==> config.mk <==
export PLATFORM = sky130hd
export DESIGN_NAME = mem_port_arbiter
export DESIGN_NICKNAME = d
export VERILOG_FILES = /design/src/rtl/mem_port_arbiter.sv
export SDC_FILE = /design/constraint.sdc
export NUM_CORES = 1
export LEC_CHECK = 0
export ABC_AREA = 1
export CAP_MARGIN = 25
export CORE_AREA = 2 2 103 105
export CTS_BUF_LIST = sky130_fd_sc_hd__clkbuf_8
export DETAILED_ROUTE_END_ITERATION = 6
export DIE_AREA = 0 0 105 107
export DONT_BUFFER_PORTS = 1
export PLACE_DENSITY = 0.31
export SYNTH_ARGS = -nofsm -noshare
export SYNTH_HDL_FRONTEND = slang
export SYNTH_SLANG_ARGS = --single-unit
export TNS_END_PERCENT = 30
==> constraint.sdc <==
create_clock -name clk -period 4 [get_ports clk]
set_input_delay 1.2 -clock clk [delete_from_list [all_inputs] [get_ports clk]]
set_output_delay 1.2 -clock clk [all_outputs]
set_load 0.005 [all_outputs]
==> src/rtl/mem_port_arbiter.sv <==
// Per-cycle arbiter sharing one single-port synchronous memory between instruction
// fetch (IF) and load/store (D). D has fixed priority; a starvation counter forces IF through.
module mem_port_arbiter #(
   parameter int WORD_LEN = 32,
   parameter int MAX_WAIT = 4,
   parameter int CNT_W    = 3
) (
   input  logic                clk,
   input  logic                rst_n,
   input  logic                if_req,
   input  logic [WORD_LEN-1:0] if_addr,
   output logic                if_gnt,
   output logic                if_rvalid,
   output logic [WORD_LEN-1:0] if_rdata,
   output logic                if_stall,
   input  logic                d_req,
   input  logic                d_we,
   input  logic [WORD_LEN-1:0] d_addr,
   input  logic [WORD_LEN-1:0] d_wdata,
   output logic                d_gnt,
   output logic                d_rvalid,
   output logic [WORD_LEN-1:0] d_rdata,
   output logic                mem_en,
   output logic                mem_we,
   output logic [WORD_LEN-1:0] mem_addr,
   output logic [WORD_LEN-1:0] mem_wdata,
   input  logic [WORD_LEN-1:0] mem_rdata
);

   typedef struct packed {
      logic                en;
      logic                we;
      logic [WORD_LEN-1:0] addr;
      logic [WORD_LEN-1:0] wdata;
   } mem_req_t;

   logic [CNT_W-1:0] wait_cnt_q, wait_cnt_d;
   logic             rsp_if_q, rsp_if_d;
   logic             rsp_d_q, rsp_d_d;
   logic             starve, if_win, d_win;
   mem_req_t         mreq;

   // Grants are gated by rst_n so nothing reaches the memory while reset is held.
   always_comb begin
      starve = (wait_cnt_q >= CNT_W'(MAX_WAIT));
      if_win = rst_n & if_req & (~d_req | starve);
      d_win  = rst_n & d_req & ~if_win;
      mreq   = '0;
      if (if_win) begin
         mreq.en   = 1'b1;
         mreq.addr = if_addr;
      end else if (d_win) begin
         mreq.en    = 1'b1;
         mreq.we    = d_we;
         mreq.addr  = d_addr;
         mreq.wdata = d_wdata;
      end
   end

   always_comb begin
      wait_cnt_d = '0;
      if (if_req & ~if_win)
         wait_cnt_d = starve ? wait_cnt_q : wait_cnt_q + CNT_W'(1);
      rsp_if_d = if_win;
      rsp_d_d  = d_win & ~d_we;
   end

   always_ff @(posedge clk or negedge rst_n) begin
      if (!rst_n) begin
         wait_cnt_q <= '0;
         rsp_if_q   <= 1'b0;
         rsp_d_q    <= 1'b0;
      end else begin
         wait_cnt_q <= wait_cnt_d;
         rsp_if_q   <= rsp_if_d;
         rsp_d_q    <= rsp_d_d;
      end
   end

   assign if_gnt    = if_win;
   assign d_gnt     = d_win;
   assign if_stall  = if_req & ~if_win;
   assign mem_en    = mreq.en;
   assign mem_we    = mreq.we;
   assign mem_addr  = mreq.addr;
   assign mem_wdata = mreq.wdata;

   assign if_rvalid = rsp_if_q;
   assign d_rvalid  = rsp_d_q;
   assign if_rdata  = rsp_if_q ? mem_rdata : '0;
   assign d_rdata   = rsp_d_q  ? mem_rdata : '0;

endmodule

### Signal wires by layer

Scale bar: 20 um. Two of the layers only.
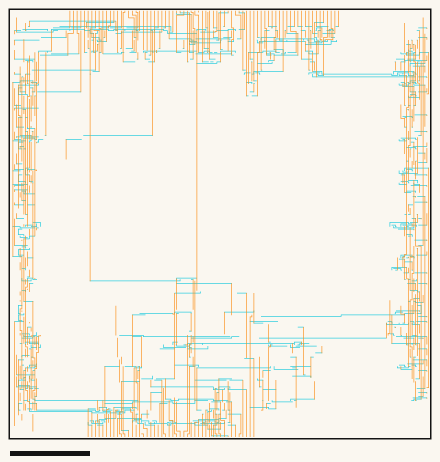
Key: metal 1 = cyan [wire length 1760 um]; metal 2 = orange [wire length 3170 um]
total via count in the routed design: 1864
detail-routed net length per standard cell: 11.7 um
Post-Route WL: 5.43 mm
GRT Util Overall: 7.76%

### Metal 3

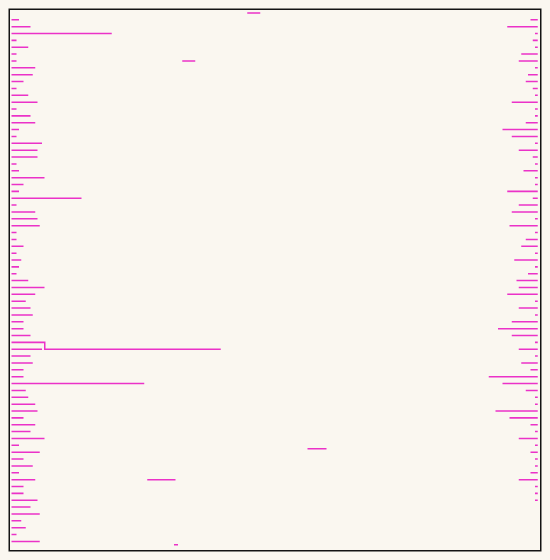
The layer carries 492 um of wire. The longest straight run is 34.7 um. The layer holds 9.1% of the routed length.

==> results.toml <==
# generated from flow reports
[floorplan]
dieWidth_um = 105
floorplan.rows = 37
tapCellCount = 136
core_area_mm2 = 0.0101

[power]
power.switching_fraction_pct = 40.9
power_sequential_mw = 0.0649
p_int_mw = 0.153
power_per_cell_area_mw_per_mm2 = 152
largestPowerGroup = "combinational logic"
pg_clk_mw = 0.0880

[min_path]
hold_path.startpoint = "wait_cnt_q[2]$_DFFE_PN0P_"
hold_class = "register to register"

[cts]
clkSlewWorstSetupHoldPaths_ns = 0.03
clock_tree.buffer_depth = 2
cts_sinks = 5
tritoncts = "done"

[sta]
report.final.slew_viol_count = 0
tns_ns = 0
timing.final.crit_period_ns = 3.32
worst_pin_slew_ns = 1.02
final.period_utilization_pct = 83.1
relSlewSlack_pct = 32.3

[yosys]
leading_cell_types_by_count_after_synthesis = "sky130_fd_sc_hd__nand2_1 (134), sky130_fd_sc_hd__inv_1 (102), sky130_fd_sc_hd__nand3_1 (32), sky130_fd_sc_hd__nor2_2 (29), sky130_fd_sc_hd__nor2_1 (9)"
post-synth-top-area-cell = "sky130_fd_sc_hd__nand2_1"
yosys.area_share.aoi_pct = 1.50
synth.logic.top_family = "simple AND/OR/NAND/NOR gates"
synth-seq-area-share_pct = 7.92

[finish]
comb_cells = 211
syn2layout_area_growth_pct = 8.31
inv_count = 104
register_with_the_most_flip_flops = "wait_cnt_q"
design_area_mm2 = 0.00171

[place]
placement.setup.worst_slack_ns = 0.657
dp_cell_count = 459

[worst_setup_path]
critical_path.endpoint = "mem_wdata[1]"
crit_path_start_kind = "primary input"
critical_path.startpoint = "rst_n"

[drt]
m1WireLength_mm = 1.76
detailedRoute.firstPassIterationCount = 4
route.met2.wl_mm = 3.17
routed_via_density = 4.03

[status]
status = "completed"

[grt]
gr-usage-met3_pct = 1.22
